Fig. 1: run 1, clock network drawn from the DEF
Scale bar: 20 um.
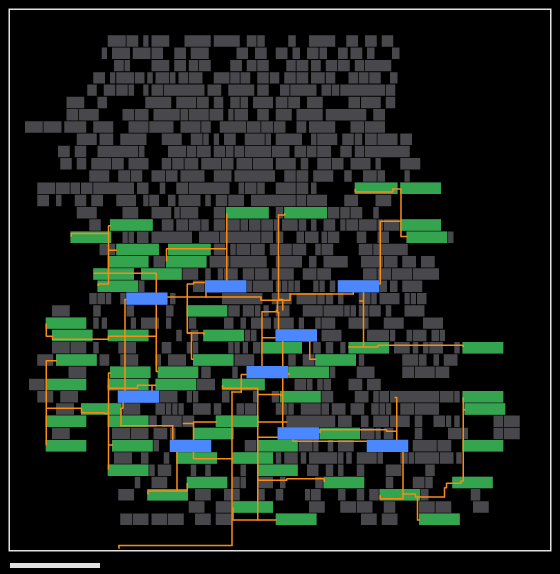
Fig. 2: run 1, selected gate families
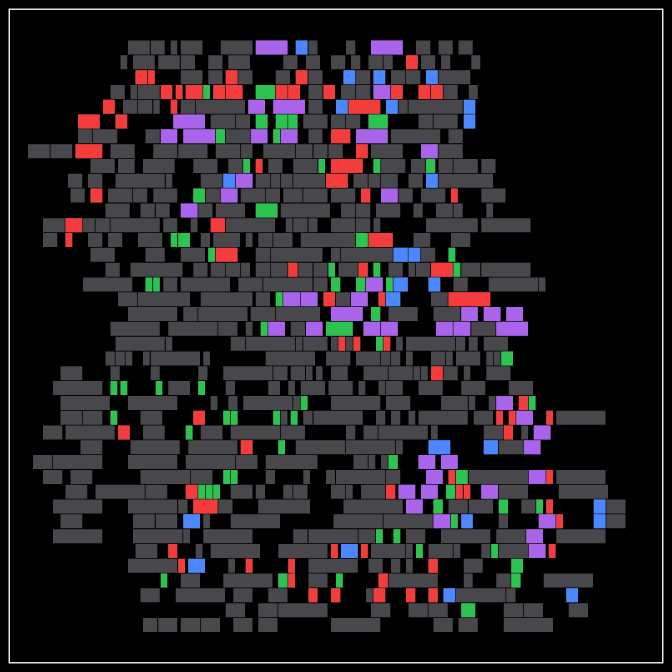
Fig. 3: run 1, sequential cells grouped by signal name
Scale bar: 20 um.
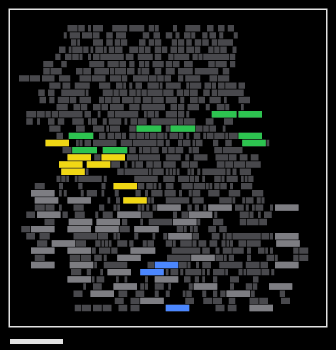
Fig. 4: run 1, placed cells, one color a class
Scale bar: 20 um.
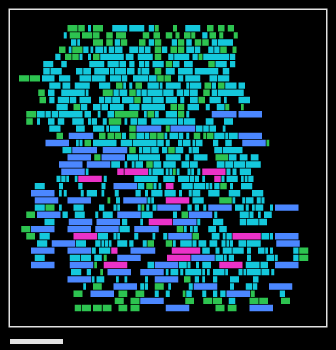
## src/rtl/matrix_seq_ctrl_pkg.sv

```systemverilog
// Shared types and constants for the systolic matrix-vector sequencing controller.
package matrix_pkg;

  typedef enum logic [2:0] {
    ST_IDLE,
    ST_CLEAR,
    ST_CAL,
    ST_READ,
    ST_DONE
  } ctrl_state_t;

  localparam logic [1:0] CFG_ROW  = 2'd0;
  localparam logic [1:0] CFG_COL  = 2'd1;
  localparam logic [1:0] CFG_CTRL = 2'd2;

  localparam int unsigned CTRL_START = 0;
  localparam int unsigned CTRL_ABORT = 1;

endpackage

```

## src/rtl/matrix_seq_ctrl_if.sv

```systemverilog
// Config write port and result read-address port of the sequencing controller.
interface matrix_seq_ctrl_if #(
  parameter int unsigned BUS_W     = 32,
  parameter int unsigned ADDR_SIZE = 8
) ();

  logic                 cfg_valid;
  logic                 cfg_ready;
  logic [1:0]           cfg_sel;
  logic [BUS_W-1:0]     cfg_data;
  logic                 rd_valid;
  logic                 rd_ready;
  logic [ADDR_SIZE-1:0] rd_addr;

  modport master (
    output cfg_valid, cfg_sel, cfg_data, rd_ready,
    input  cfg_ready, rd_valid, rd_addr
  );

  modport slave (
    input  cfg_valid, cfg_sel, cfg_data, rd_ready,
    output cfg_ready, rd_valid, rd_addr
  );

endinterface

```

## src/rtl/matrix_seq_ctrl_skew.sv

```systemverilog
// Combinational systolic skew: PE i works on element cal_cnt-i while that lies in [0, row_size).
module matrix_skew_gen #(
  parameter int unsigned PE_NUMBER = 4,
  parameter int unsigned ADDR_SIZE = 8,
  parameter int unsigned DIM_W     = 8
) (
  input  logic                 en,
  input  logic [DIM_W:0]       cal_cnt,
  input  logic [DIM_W-1:0]     row_size,
  output logic [PE_NUMBER-1:0] pe_act,
  output logic [ADDR_SIZE-1:0] pe_addr [PE_NUMBER]
);

  // One extra bit so that cal_cnt < i shows up as a set sign bit.
  localparam int unsigned CW = DIM_W + 2;

  for (genvar i = 0; i < PE_NUMBER; i++) begin : g_pe
    logic [CW-1:0] diff;
    assign diff       = CW'(cal_cnt) - CW'(i);
    assign pe_act[i]  = en && !diff[CW-1] && (diff < CW'(row_size));
    assign pe_addr[i] = pe_act[i] ? ADDR_SIZE'(diff) : '0;
  end

endmodule

```

## src/rtl/matrix_seq_ctrl.sv

```systemverilog
// Sequencing controller: clear, skewed compute phase, backpressured result read-out.
module matrix_seq_ctrl
  import matrix_pkg::*;
#(
  parameter int unsigned PE_NUMBER = 4,
  parameter int unsigned ADDR_SIZE = 8,
  parameter int unsigned DIM_W     = 8,
  parameter int unsigned BUS_W     = 32
) (
  input  logic                 clk,
  input  logic                 rst_n,
  matrix_seq_ctrl_if.slave     bus,
  output logic                 pe_clear,
  output logic [PE_NUMBER-1:0] pe_act,
  output logic [ADDR_SIZE-1:0] pe_addr [PE_NUMBER],
  output logic                 busy,
  output logic                 done,
  output logic                 err
);

  localparam int unsigned CW = DIM_W + 1;

  ctrl_state_t      state, state_next;
  logic [DIM_W-1:0] row_reg, row_next, col_reg, col_next;
  logic [DIM_W-1:0] row_sh, row_sh_next, col_sh, col_sh_next;
  logic [CW-1:0]    cal_cnt, cal_cnt_next, cal_last;
  logic [DIM_W-1:0] rd_cnt, rd_cnt_next;
  logic [BUS_W-1:0] cfg_word;
  logic             cfg_unused;
  logic             err_next, cfg_fire, rd_fire;

  assign cfg_word   = bus.cfg_data;
  assign cfg_unused = ^cfg_word;
  assign cfg_fire   = bus.cfg_valid && bus.cfg_ready;
  assign rd_fire    = bus.rd_valid && bus.rd_ready;
  assign cal_last   = CW'(row_sh) + CW'(col_sh) - CW'(2);

  // Next-state, register and counter update
  always_comb begin
    state_next   = state;
    row_next     = row_reg;
    col_next     = col_reg;
    row_sh_next  = row_sh;
    col_sh_next  = col_sh;
    cal_cnt_next = cal_cnt;
    rd_cnt_next  = rd_cnt;
    err_next     = err;
    unique case (state)
      ST_IDLE: begin
        if (cfg_fire) begin
          case (bus.cfg_sel)
            CFG_ROW: row_next = cfg_word[DIM_W-1:0];
            CFG_COL: col_next = cfg_word[DIM_W-1:0];
            CFG_CTRL: begin
              // Abort outranks start; in IDLE it simply swallows the write.
              if (!cfg_word[CTRL_ABORT] && cfg_word[CTRL_START]) begin
                if (row_reg == '0 || col_reg == '0) begin
                  err_next = 1'b1;
                end else begin
                  err_next    = 1'b0;
                  row_sh_next = row_reg;
                  col_sh_next = col_reg;
                  state_next  = ST_CLEAR;
                end
              end
            end
            default: ;
          endcase
        end
      end
      ST_CLEAR: begin
        cal_cnt_next = '0;
        state_next   = ST_CAL;
      end
      ST_CAL: begin
        if (cal_cnt == cal_last) begin
          rd_cnt_next = '0;
          state_next  = ST_READ;
        end else begin
          cal_cnt_next = cal_cnt + CW'(1);
        end
      end
      ST_READ: begin
        if (rd_fire) begin
          if (rd_cnt == col_sh - DIM_W'(1)) state_next = ST_DONE;
          else                              rd_cnt_next = rd_cnt + DIM_W'(1);
        end
      end
      ST_DONE: state_next = ST_IDLE;
      default: state_next = ST_IDLE;
    endcase
  end

  always_ff @(posedge clk or negedge rst_n) begin
    if (!rst_n) begin
      state         <= ST_IDLE;
      row_reg       <= '0;
      col_reg       <= '0;
      row_sh        <= '0;
      col_sh        <= '0;
      cal_cnt       <= '0;
      rd_cnt        <= '0;
      err           <= 1'b0;
      bus.cfg_ready <= 1'b0;
      bus.rd_valid  <= 1'b0;
      pe_clear      <= 1'b0;
      busy          <= 1'b0;
      done          <= 1'b0;
    end else begin
      state         <= state_next;
      row_reg       <= row_next;
      col_reg       <= col_next;
      row_sh        <= row_sh_next;
      col_sh        <= col_sh_next;
      cal_cnt       <= cal_cnt_next;
      rd_cnt        <= rd_cnt_next;
      err           <= err_next;
      bus.cfg_ready <= (state_next == ST_IDLE);
      bus.rd_valid  <= (state_next == ST_READ);
      pe_clear      <= (state_next == ST_CLEAR);
      busy          <= (state_next != ST_IDLE);
      done          <= (state_next == ST_DONE);
    end
  end

  assign bus.rd_addr = (state == ST_READ) ? ADDR_SIZE'(rd_cnt) : '0;

  matrix_skew_gen #(
    .PE_NUMBER (PE_NUMBER),
    .ADDR_SIZE (ADDR_SIZE),
    .DIM_W     (DIM_W)
  ) u_skew (
    .en       (state == ST_CAL),
    .cal_cnt  (cal_cnt),
    .row_size (row_sh),
    .pe_act   (pe_act),
    .pe_addr  (pe_addr)
  );

endmodule

```

## src/flat_wrapper.sv

```systemverilog
// flat-port wrapper written by rule: the top's interface ports become plain ports
module matrix_seq_ctrl_flat import matrix_pkg::*;
#(
  parameter int unsigned PE_NUMBER = 4,
  parameter int unsigned ADDR_SIZE = 8,
  parameter int unsigned DIM_W     = 8,
  parameter int unsigned BUS_W     = 32
)
  (clk, rst_n, pe_clear, pe_act, pe_addr, busy, done, err, bus_cfg_valid, bus_cfg_sel, bus_cfg_data, bus_rd_ready, bus_cfg_ready, bus_rd_valid, bus_rd_addr);
  matrix_seq_ctrl_if #(.BUS_W(BUS_W), .ADDR_SIZE(ADDR_SIZE)) bus_i ();
  input  logic clk;
  input  logic rst_n;
  output logic pe_clear;
  output logic [PE_NUMBER-1:0] pe_act;
  output logic [ADDR_SIZE-1:0] pe_addr[PE_NUMBER];
  output logic busy;
  output logic done;
  output logic err;
  input wire logic [$bits(bus_i.cfg_valid)-1:0] bus_cfg_valid;
  input wire logic [$bits(bus_i.cfg_sel)-1:0] bus_cfg_sel;
  input wire logic [$bits(bus_i.cfg_data)-1:0] bus_cfg_data;
  input wire logic [$bits(bus_i.rd_ready)-1:0] bus_rd_ready;
  output wire logic [$bits(bus_i.cfg_ready)-1:0] bus_cfg_ready;
  output wire logic [$bits(bus_i.rd_valid)-1:0] bus_rd_valid;
  output wire logic [$bits(bus_i.rd_addr)-1:0] bus_rd_addr;
  assign bus_i.cfg_valid = bus_cfg_valid;
  assign bus_i.cfg_sel = bus_cfg_sel;
  assign bus_i.cfg_data = bus_cfg_data;
  assign bus_i.rd_ready = bus_rd_ready;
  assign bus_cfg_ready = bus_i.cfg_ready;
  assign bus_rd_valid = bus_i.rd_valid;
  assign bus_rd_addr = bus_i.rd_addr;
  matrix_seq_ctrl #(.PE_NUMBER(PE_NUMBER), .ADDR_SIZE(ADDR_SIZE), .DIM_W(DIM_W), .BUS_W(BUS_W)) u_core (.clk(clk), .rst_n(rst_n), .bus(bus_i), .pe_clear(pe_clear), .pe_act(pe_act), .pe_addr(pe_addr), .busy(busy), .done(done), .err(err));
endmodule
```

## config.mk

```make
export PLATFORM = sky130hd
export DESIGN_NAME = matrix_seq_ctrl_flat
export DESIGN_NICKNAME = d
export VERILOG_FILES = /design/src/rtl/matrix_seq_ctrl_pkg.sv /design/src/rtl/matrix_seq_ctrl_if.sv /design/src/rtl/matrix_seq_ctrl_skew.sv /design/src/rtl/matrix_seq_ctrl.sv /design/src/flat_wrapper.sv
export SDC_FILE = /design/constraint.sdc
export NUM_CORES = 1
export LEC_CHECK = 0
export CORE_MARGIN = 3
export CORE_UTILIZATION = 35
export CTS_CLUSTER_SIZE = 30
export DETAILED_ROUTE_END_ITERATION = 8
export GPL_TIMING_DRIVEN = 0
export PLACE_DENSITY = 0.58
export SLEW_MARGIN = 10
export SYNTH_ARGS = -nofsm -noshare
export SYNTH_HDL_FRONTEND = slang
export SYNTH_SLANG_ARGS = --single-unit
```

## constraint.sdc

```tcl
create_clock -name clk -period 2.9 [get_ports clk]
set_input_delay 0.29 -clock clk [delete_from_list [all_inputs] [get_ports clk]]
set_output_delay 0.29 -clock clk [all_outputs]
set_load 0.02 [all_outputs]
```

==> impl_metrics.toml, run 1 <==
# flow metrics
[run_status]
violations = "setup timing"
outcome = "finished with violations"

[final_timing]
fmax_ghz = 0.3137
final_max_slew_viol_count = 0
tightest_slew_ps = 851.3
period_needed_ps = 3188
fin_crit_sh = 1.099
setup_ws_ps = -287.8
finalSetupViolCount = 44

[cts]
cts.sinks = 58
ctsResizeCount = 268
path_clk_slew_ps = 50

[detailed_routing]
postRouteAntennaNets = 0

[yosys]
yosys_area_um2 = 4531
xor_area_frac = 0.09086
synth_area_per_cell_um2 = 8.901
ys_seq_share = 0.3204
fa_ha_area_frac = 0.1453
ys_types = 57

[critical_path]
start_kind = "flip-flop"

[global_routing]
grt_pass1_vias = 4176
antenna_found_initial = 0

[final_layout]
drive_above_1_share = 0.3552

[floorplan]
fp_util = 0.3680

[flow_run]
cap_violations = 0
## Picture notes: Fig. 1
[flip-flops] green | count: 58
[clock-net drivers] blue | count: 9
[clock wires] orange | length: 828 um
routed clock nets	10
Final Skew: 5.215 ps
Worst-Skew Late Latency: 320 ps

## Picture notes: Fig. 2
family	color	cells
nand cells	green	68
xor and xnor cells	purple	47
and/or cells	blue	25
nor cells	red	77
Final Non-Filler Cells: 807
combinational share of cell area: 0.5026
most numerous logic cell after layout: buf_4

## Picture notes: Fig. 3
netlist name	color	sequential cells
`u_core.row_sh`	yellow	8
`u_core.state`	blue	3
`u_core.cal_cnt`	green	9
not colored	38
register area: 1461 um^2
post-layout util: 0.5340
Seq area share: 0.2223

## Picture notes: Fig. 4
class	color	cells	share of their area
registers	blue	58	23%
clock drivers and dummy loads	magenta	15	5.0%
remaining logic cells	cyan	432	55%
remaining buffers and delay cells	green	134	17%
Placement Rows: 40
post-route cell area: 6575 um^2
core area: 12310 um^2

## run 1: metal layers
layer  part of all wire  wire length, um  global-route usage  vias up
met3              0.042              573             0.03440        8
met4             0.0091              125             0.03078        0
met5                  0                0                   0        -
li1                   -                -                   -     2013
met2               0.49             6676              0.3132      109
met1               0.46             6332              0.2651     2074
## run 1: cell families after synthesis
| family | after synthesis |
|---|---|
| buffers and inverters | 70 |
| adder cells (fa/ha/maj) | 52 |
| AND-OR/OR-AND | 87 |
| multiplexers | 25 |
| XOR/XNOR | 47 |
| AND/OR/NAND/NOR | 170 |
| flip-flops | 58 |
## run 1: worst max-delay path, cell delays in order, from the launching register on
cell and delay [ps]:
dfrtp_2 460, nor2_4 140, nand2_4 110, buf_4 160, nor2_1 80, nand2_1 110, xnor2_2 160, ha_1 300
a21o_1 180, a211oi_2 220, o211ai_1 180, buf_4 210, nor2b_1 120, buf_4 150
## run 1: worst paths after layout
kind                                                from                       endpoint  slack [ps]
min reg2reg                u_core.row_reg[5]$_DFFE_PN0P_   u_core.row_sh[5]$_DFFE_PN0P_         520
max in group asynchronous                          rst_n  u_core.cal_cnt[3]$_DFFE_PN0P_        2330
min                                                rst_n         u_core.err$_DFFE_PN0P_          50
max                        u_core.cal_cnt[3]$_DFFE_PN0P_                    pe_addr[21]        -290
min in group clk           u_core.row_reg[5]$_DFFE_PN0P_   u_core.row_sh[5]$_DFFE_PN0P_         520
max reg2reg                 u_core.col_sh[1]$_DFFE_PN0P_   u_core.rd_cnt[1]$_DFFE_PN0P_         -90
## run 1: area by class of cell
| class | count | share of cell area |
|---|---|---|
| Buffer | 19 | 0.02036 |
| Clock buffer | 9 | 0.03425 |
| Timing Repair Buffer | 115 | 0.1444 |
| Inverter | 49 | 0.03026 |
| Sequential cell | 58 | 0.2223 |
| Tap cell | 168 | 0.03197 |
| Clock inverter | 6 | 0.01389 |
| Multi-Input combinational cell | 383 | 0.5026 |
## run 1: per-stage QoR
stage               cells  cell area (um^2)  hold WS [ps]  TNS [ps]
floorplan             509              4554        -5.591    -576.5
global placement      740              5395         493.3    -60190
detailed placement    740              5393         408.3    -42650
CTS                   791              6236         61.83     -7397
global route          807              6575         106.5    -13540
finish                807              6575         45.54     -8018
## run 1: cell usage after synthesis, types with 2 or more instances
cell type,n
o21ai_0,22
buf_1,2
xor2_1,18
inv_1,49
or4_1,4
or3_1,4
a211oi_2,2
o31ai_1,3
nor2b_1,18
nor4_1,7
nand3_1,14
dfrtp_1,58
xnor2_1,29
clkbuf_1,18
mux2i_1,8
mux2_2,17
o21a_1,2
a21o_1,13
a2111oi_2,4
nor2_1,33
o21ai_1,2
ha_1,51
and2_1,12
a211oi_1,4
a21oi_1,15
o21bai_1,2
nand2b_1,3
a21boi_0,2
nand4_1,4
nor3_1,16
nand2_1,46
a2111oi_0,2
==> run 2, diff against run 1 <==
--- a/config.mk
+++ b/config.mk
@@ -10,7 +10,7 @@
 export CTS_CLUSTER_SIZE = 30
 export DETAILED_ROUTE_END_ITERATION = 8
 export GPL_TIMING_DRIVEN = 0
-export PLACE_DENSITY = 0.58
+export PLACE_DENSITY = 0.56
 export SLEW_MARGIN = 10
 export SYNTH_ARGS = -nofsm -noshare
 export SYNTH_HDL_FRONTEND = slang
==> constraint.sdc (replaced) <==
create_clock -name clk -period 3.93 [get_ports clk]
set_input_delay 0.393 -clock clk [delete_from_list [all_inputs] [get_ports clk]]
set_output_delay 0.393 -clock clk [all_outputs]
set_load 0.02 [all_outputs]
Fig. 5: run 2, placed cells, one color a class
Scale bar: 20 um.
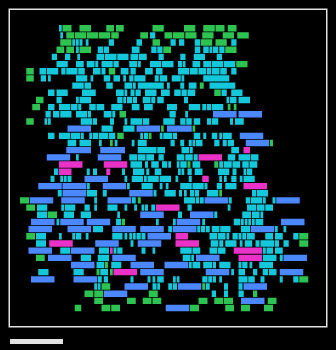
class	color	cells	share of their area
clock drivers and dummy loads	magenta	16	5.5%
remaining buffers and delay cells	green	85	13%
registers	blue	58	26%
remaining logic cells	cyan	432	55%
post-route cell area: 5832 um^2
Seq area share: 0.2495
post-layout util: 0.4737

Fig. 6: run 2, sequential cells grouped by signal name
Scale bar: 20 um.
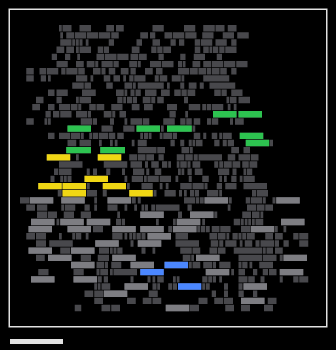
netlist name	color	sequential cells
`u_core.cal_cnt`	green	9
`u_core.state`	blue	3
`u_core.row_sh`	yellow	8
register area: 1455 um^2

==> impl_metrics.toml, run 2 <==
# flow metrics
[final_timing]
hold_ws_ps = 136.5
final_max_slew_viol_count = 0
tightest_slew_ps = 754.2
period_needed_ps = 3832
setup_ws_ps = 98.15
finalSetupViolCount = 0
fmax_ghz = 0.2610

[cts]
path_clk_slew_ps = 50
cts.sinks = 58

[critical_path]
regToRegEndpoint = "u_core.rd_cnt[1]$_DFFE_PN0P_"
start_kind = "flip-flop"
reg2reg_from = "u_core.col_sh[1]$_DFFE_PN0P_"
reg2reg_slack_ps = 480

[yosys]
synthTopLogicFamily = "simple AND/OR/NAND/NOR gates"
xor_area_frac = 0.09086
most_common_cell = "dfrtp_1"
synth_area_per_cell_um2 = 8.901
ys_seq_share = 0.3204
ys_types = 57
synthTopCellsByCount = "58 x dfrtp_1, 51 x ha_1, 49 x inv_1"
fa_ha_area_frac = 0.1453
yosys_area_um2 = 4531

[final_layout]
lay_top_count = "dfrtp_1"
regMostFlops = "u_core.cal_cnt"
drive_above_1_share = 0.1184
instances_no_fill = 759

[flow_run]
cap_violations = 0

[detailed_routing]
postRouteAntennaNets = 0

[global_routing]
grt_max_degree = 59
grt_pass1_vias = 3779
antenna_found_initial = 0

[floorplan]
rows = 40
fp_util = 0.3680
die_area_um2 = 14350
core-area_um2 = 12310

[placement]
dp_cells = 740
placed_area_um2 = 5369

[run_status]
outcome = "completed"
## run 2: cell count changes in the layout (fill, tap and decap cells not counted), sizes merged
cell,previous run,this run
dlymetal6s2s,0,18
inv,48,49
clkdlybuf4s50,26,29
clkbuf,24,28
clkinv,0,1
dlygate4sd2,0,15
clkinvlp,5,2
bufinv,2,1
buf,93,7
## run 2: repair_timing
item                       in CTS  in global routing
buffers inserted                2                  0
gates cloned                    2                  0
pin swaps                       2                  0
setup endpoints to repair      36                 22
resized                        36                 28
## run 2: cell families (layout without fill, tap and decap cells)
logic type      Yosys count  count (layout)
compound gates           87              89
xor+xnor                 47              47
fa+ha+maj                52              52
buf+inv                  70             150
flops                    58              58
mux                      25              25
simple gates            170             170
## run 2: metal layers
layer,vias up,GRT usage,wire [um]
met3,11,0.03864,519
met2,70,0.2737,5616
met4,0,0.04438,91
li1,1910,-,-
met1,1870,0.2493,5909
met5,-,0,0
## run 2: cell type report
cell class / instances / share of cell area
tap: 168 / 0.03604
multi-input combinational: 383 / 0.5008
sequential: 58 / 0.2495
buffer: 20 / 0.01480
timing repair buffer: 65 / 0.1148
inverter: 49 / 0.03154
clock inverter: 4 / 0.008582
clock buffer: 12 / 0.04398
## run 2: worst max-delay path, stage by stage (launching register included)
cell             delay (ps)
dfrtp_2                 450
ha_1                    210
clkbuf_1                230
nor3_2                  230
xor2_1                  200
ha_1                    270
a21o_1                  210
a2111oi_4               440
o21ai_2                 190
inv_1                    80
clkdlybuf4s50_1         600
## run 2: how the worst max path moves through the flow
stage,startpoint,end,cells past startpoint
detailed placement,u_core.cal_cnt[4]$_DFFE_PN0P_,pe_addr[12],11
floorplan,u_core.cal_cnt[1]$_DFFE_PN0P_,pe_addr[24],10
CTS,u_core.cal_cnt[1]$_DFFE_PN0P_,pe_addr[30],12
global route,u_core.cal_cnt[1]$_DFFE_PN0P_,pe_act[3],10
global placement,u_core.cal_cnt[4]$_DFFE_PN0P_,pe_addr[11],11
finish,u_core.cal_cnt[0]$_DFFE_PN0P_,pe_act[3],10
## run 2: through the flow
stage          setup TNS, ps
3_3_place_gp           -2091
3_5_place_dp           -4059
2_1_floorplan              0
4_1_cts                    0
5_1_grt               -68.31
6_report                   0
